`config.mk`:
```
export PLATFORM = sky130hd
export DESIGN_NAME = adc_fifo_writer_flat
export DESIGN_NICKNAME = d
export VERILOG_FILES = /design/src/rtl/adc_fifo_writer_if.sv /design/src/rtl/adc_fifo_writer.sv /design/src/flat_wrapper.sv
export SDC_FILE = /design/constraint.sdc
export NUM_CORES = 1
export LEC_CHECK = 0
export CAP_MARGIN = 10
export CELL_PAD_IN_SITES_DETAIL_PLACEMENT = 1
export CELL_PAD_IN_SITES_GLOBAL_PLACEMENT = 2
export CORE_ASPECT_RATIO = 1.4
export CORE_MARGIN = 5
export CORE_UTILIZATION = 31
export CTS_CLUSTER_DIAMETER = 150
export CTS_CLUSTER_SIZE = 20
export DETAILED_ROUTE_END_ITERATION = 6
export PLACE_DENSITY = 0.89
export SYNTH_ARGS = -nofsm -noshare
export SYNTH_HDL_FRONTEND = slang
export SYNTH_SLANG_ARGS = --single-unit
```
`constraint.sdc`:
```
create_clock -name clk -period 2.1 [get_ports clk]
set_clock_uncertainty 0.05 [all_clocks]
set_input_delay 0.315 -clock clk [delete_from_list [all_inputs] [get_ports clk]]
set_output_delay 0.315 -clock clk [all_outputs]
set_load 0.01 [all_outputs]
```
`src/rtl/adc_fifo_writer_if.sv`:
```
// ADC sample in / FIFO write port bundle.
// The writer uses the master view; the ADC and FIFO side uses slave.
interface adc_fifo_writer_if #(
   parameter int DATA_WIDTH = 14
);
   logic [DATA_WIDTH-1:0] adc_data;
   logic                  adc_valid;
   logic                  fifo_full;
   logic                  fifo_wr_rst_busy;
   logic                  wr_en;
   logic [DATA_WIDTH-1:0] wr_data;

   modport master (
      input  adc_data,
      input  adc_valid,
      input  fifo_full,
      input  fifo_wr_rst_busy,
      output wr_en,
      output wr_data
   );

   modport slave (
      output adc_data,
      output adc_valid,
      output fifo_full,
      output fifo_wr_rst_busy,
      input  wr_en,
      input  wr_data
   );
endinterface

```
`src/rtl/adc_fifo_writer.sv`:
```
// ADC capture, decimation and FIFO write producer.
// Define ADC_OFFSET_BIN_EN to convert offset-binary ADC codes to two's complement.
module adc_fifo_writer #(
   parameter int DATA_WIDTH     = 14,
   parameter int DECIM_W        = 8,
   parameter int HOLDOFF_CYCLES = 16,
   parameter int OVF_CNT_W      = 16
) (
   input  logic                 clk,
   input  logic                 rst_n,
   input  logic                 enable,
   input  logic [DECIM_W-1:0]   decim,
   input  logic                 ovf_clear,
   adc_fifo_writer_if.master    bus,
   output logic                 streaming,
   output logic                 overflow_flag,
   output logic [OVF_CNT_W-1:0] overflow_cnt
);

   localparam int HW = $clog2(HOLDOFF_CYCLES + 1);
   localparam logic [HW-1:0] H_LAST = HW'(HOLDOFF_CYCLES - 1);

   typedef enum logic [1:0] {
      HOLD,
      IDLE,
      STREAM
   } state_t;

   state_t                state;
   logic [HW-1:0]         hcnt;
   logic [DECIM_W-1:0]    n_reg;
   logic [DECIM_W-1:0]    dcnt;
   logic [DATA_WIDTH-1:0] s1_data;
   logic                  s1_sel;
   logic [DATA_WIDTH-1:0] fmt;
   logic                  busy;
   logic                  drop;

   assign busy = bus.fifo_wr_rst_busy;
   assign drop = s1_sel && bus.fifo_full && !busy;

`ifdef ADC_OFFSET_BIN_EN
   assign fmt = {~bus.adc_data[DATA_WIDTH-1], bus.adc_data[DATA_WIDTH-2:0]};
`else
   assign fmt = bus.adc_data;
`endif

   // Control FSM, two-stage sample pipeline and overflow accounting.
   always_ff @(posedge clk or negedge rst_n) begin
      if (!rst_n) begin
         state         <= HOLD;
         hcnt          <= '0;
         n_reg         <= DECIM_W'(1);
         dcnt          <= '0;
         s1_data       <= '0;
         s1_sel        <= 1'b0;
         bus.wr_en     <= 1'b0;
         bus.wr_data   <= '0;
         streaming     <= 1'b0;
         overflow_flag <= 1'b0;
         overflow_cnt  <= '0;
      end else begin
         s1_sel    <= 1'b0;
         bus.wr_en <= 1'b0;
         if (busy) begin
            // FIFO reset in progress: restart holdoff, drop in-flight data
            state     <= HOLD;
            hcnt      <= '0;
            streaming <= 1'b0;
         end else begin
            if (s1_sel && !bus.fifo_full) begin
               bus.wr_en   <= 1'b1;
               bus.wr_data <= s1_data;
            end
            unique case (state)
               HOLD: begin
                  if (hcnt == H_LAST) begin
                     state <= IDLE;
                     hcnt  <= '0;
                  end else begin
                     hcnt <= hcnt + HW'(1);
                  end
               end
               IDLE: begin
                  n_reg <= (decim == '0) ? DECIM_W'(1) : decim;
                  dcnt  <= '0;
                  if (enable) begin
                     state     <= STREAM;
                     streaming <= 1'b1;
                  end
               end
               STREAM: begin
                  if (enable && bus.adc_valid) begin
                     s1_data <= fmt;
                     s1_sel  <= (dcnt == '0);
                     if (dcnt == n_reg - DECIM_W'(1)) begin
                        dcnt <= '0;
                     end else begin
                        dcnt <= dcnt + DECIM_W'(1);
                     end
                  end
                  if (!enable) begin
                     state     <= IDLE;
                     streaming <= 1'b0;
                  end
               end
               default: begin
                  state     <= HOLD;
                  hcnt      <= '0;
                  streaming <= 1'b0;
               end
            endcase
         end
         if (ovf_clear) begin
            overflow_flag <= 1'b0;
            overflow_cnt  <= '0;
         end else if (drop) begin
            overflow_flag <= 1'b1;
            if (overflow_cnt != '1) begin
               overflow_cnt <= overflow_cnt + OVF_CNT_W'(1);
            end
         end
      end
   end

endmodule
```
`src/flat_wrapper.sv`:
```
// flat-port wrapper written by rule: the top's interface ports become plain ports
module adc_fifo_writer_flat 
#(
   parameter int DATA_WIDTH     = 14,
   parameter int DECIM_W        = 8,
   parameter int HOLDOFF_CYCLES = 16,
   parameter int OVF_CNT_W      = 16
)
  (clk, rst_n, enable, decim, ovf_clear, streaming, overflow_flag, overflow_cnt, bus_adc_data, bus_adc_valid, bus_fifo_full, bus_fifo_wr_rst_busy, bus_wr_en, bus_wr_data);
  adc_fifo_writer_if #(.DATA_WIDTH(DATA_WIDTH)) bus_i ();
  input  logic clk;
  input  logic rst_n;
  input  logic enable;
  input  logic [DECIM_W-1:0] decim;
  input  logic ovf_clear;
  output logic streaming;
  output logic overflow_flag;
  output logic [OVF_CNT_W-1:0] overflow_cnt;
  input wire logic [$bits(bus_i.adc_data)-1:0] bus_adc_data;
  input wire logic [$bits(bus_i.adc_valid)-1:0] bus_adc_valid;
  input wire logic [$bits(bus_i.fifo_full)-1:0] bus_fifo_full;
  input wire logic [$bits(bus_i.fifo_wr_rst_busy)-1:0] bus_fifo_wr_rst_busy;
  output wire logic [$bits(bus_i.wr_en)-1:0] bus_wr_en;
  output wire logic [$bits(bus_i.wr_data)-1:0] bus_wr_data;
  assign bus_i.adc_data = bus_adc_data;
  assign bus_i.adc_valid = bus_adc_valid;
  assign bus_i.fifo_full = bus_fifo_full;
  assign bus_i.fifo_wr_rst_busy = bus_fifo_wr_rst_busy;
  assign bus_wr_en = bus_i.wr_en;
  assign bus_wr_data = bus_i.wr_data;
  adc_fifo_writer #(.DATA_WIDTH(DATA_WIDTH), .DECIM_W(DECIM_W), .HOLDOFF_CYCLES(HOLDOFF_CYCLES), .OVF_CNT_W(OVF_CNT_W)) u_core (.clk(clk), .rst_n(rst_n), .enable(enable), .decim(decim), .ovf_clear(ovf_clear), .bus(bus_i), .streaming(streaming), .overflow_flag(overflow_flag), .overflow_cnt(overflow_cnt));
endmodule
```
Fig. 1: signal wires on met1
Scale: 2 px per um. Supply wires on this layer in grey.
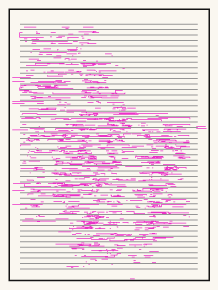
main direction	horizontal
wire length on this layer	3,340 um

==> summary.txt <==
flow finished, numbers: worst r2r path cells=8, DR vias/cell=5.03, Util after Layout=44.5%, Largest stage delay, worst path=0.57 ns, Port Buffers=between 60 and 70, CP startpoint=u_core.n_reg[0]$_DFFE_PN1P_, failing checks=negative setup slack, simple share=16.4%, FP Util=between 30% and 40%, area of the core=0.0109 mm^2, final design area excluding fillers=0.00483 mm^2, Largest regs=u_core.overflow_cnt: 16 flops, u_core.bus.wr_data: 14 flops, u_core.s1_data: 14 flops, Crit path buffers/inverters=1, RSZ-0062 raised after global routing=true, Post-Synthesis Cells=312, CTS root buf=clkbuf_16, placed inst area=between 0.004 and 0.005 mm^2, hold wc startpoint=u_core.overflow_flag$_DFFE_PN0P_, Clk pwr share=34.9%, most used logic cell in the final layout=dfrtp_1, Comb gates=217, Psw=1470 uW, Diodes inserted=0, Netlist Area Pre-Place=0.00346 mm^2, PD cells=1030 mW/mm^2, sequential power=1880 uW, Final GP Congestion=0.783, fill cell count=1,174, Adders+Majority by Area=3.26%, total CTS buffers=9, status=finished with violations, WL met1=3340 um, post-CTS resize count=5, Sw Share=29.4%, fin cells=550, Arr. time, crit path=2.37 ns, count leader, synth=dfrtp_1, crit path kind=reg -> reg, Post-synth EDFFs=0, busiest grt layer=met2, Well-Tap Cells=about 140, share of layout cells above drive strength 1=23.0%, OpenROAD warnings=33, Ys Warns=0, DRC=0, Placement Setup Slack=-0.0972 ns, most frequent cells in the layout=dfrtp_1, clkdlybuf4s50_1, mux2_2, top_reg_cell synth=dfrtp_1, GRT Total Usage=between 10% and 20%, inverters=12, Layout clock area frac=~7%, register area=0.00178 mm^2, vias in the first global route=3,132, Pre-antenna DRT Iters=4, fmax=454 MHz, Sink Count=71, endpoint type of the worst setup path=flop, Post-synth area hogs=dfrtp_1, mux2_2, xor2_1, Distinct cells, synth=49, # setup viols final=7, CP required=about 2.3 ns, Peak VDD IR=~0.56 mV, CTS tree=done, area delta synth->final=39.8%, Non-clock buffering overhead=a little under a fifth, DP HPWL=approximately 6300 um, ao+oa area frac=roughly 8.4%, placed insts=532, pin count of the biggest net entering global routing=about 72, met3 routed WL=479 um, hold_ws=0.447 ns, Avg Cell Area, Syn=around 11 um^2, metal2 WL=~5000 um, area share, top type=50.7%, Final ANT Viol Nets=0, Critical Path Start Type=flop, combinational fraction of the cell area=33.4%, Latency at later pin=about 0.34 ns, sequential share of power=37.6%, met1 usage=14.8%, Nets=442, Seq/total area=36.8%, num ports=62, Comb group=1370 uW, Biggest register=u_core.overflow_cnt, H-tree levels=3, Yosys chip area=0.00346 mm^2, CTS Hold Bufs=1, Synth area leader=dfrtp_1, largest power group=registers, Crit-path slowest cell=dfstp_2, Pwr Total=4990 uW, Worst Path Max Fanout=3, internal cell power=3520 uW, CP Depth=8, R2R Path End=u_core.dcnt[0]$_DFFE_PN0P_, Non-clk bufs=93, post-layout minimum cycle time=2.20 ns, ys cells=312, RR Startpoint=u_core.n_reg[0]$_DFFE_PN1P_, met3 usage=4.19%, FF-to-FF setup slack=-0.10 ns, drt total wl=between 8000 and 9000 um, post-layout period usage=105%, syn nets=350, worst setup path endpoint=u_core.dcnt[0]$_DFFE_PN0P_, chain of cells forming the critical path=inv_2 > ha_4 > or3b_4 > o31a_1 > o2111ai_1 > a311o_1 > and2_4 > mux2_2, P_leak=0.00212 uW, Sum Neg Setup Slack=-0.406 ns, Worst Setup Slack, final=-0.104 ns, first-pass GRT wire length=15,200 um, GR Layer Usage met2=26.6%, Comb power frac=27.4%, vias post-DR=2,764, Worst Hold Path EP=u_core.overflow_flag$_DFFE_PN0P_, main kind of combinational logic by area=simple AND/OR/NAND/NOR gates, Largest register FFs=16, max-slew violation count=0, P_clk=1740 uW
Fig. 2: clock routing
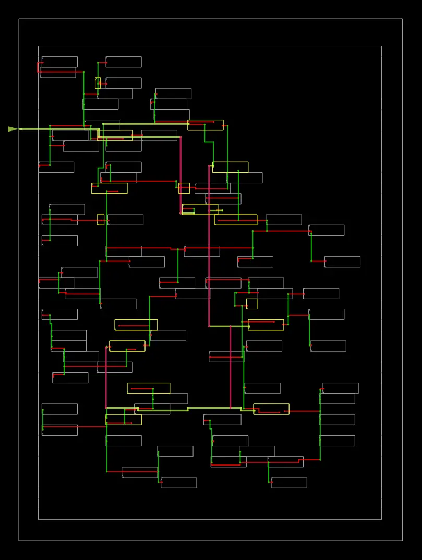
Flops: 71
CLK BUF: 10

Power figures rest on the tool's default switching activity, not on a simulated workload.
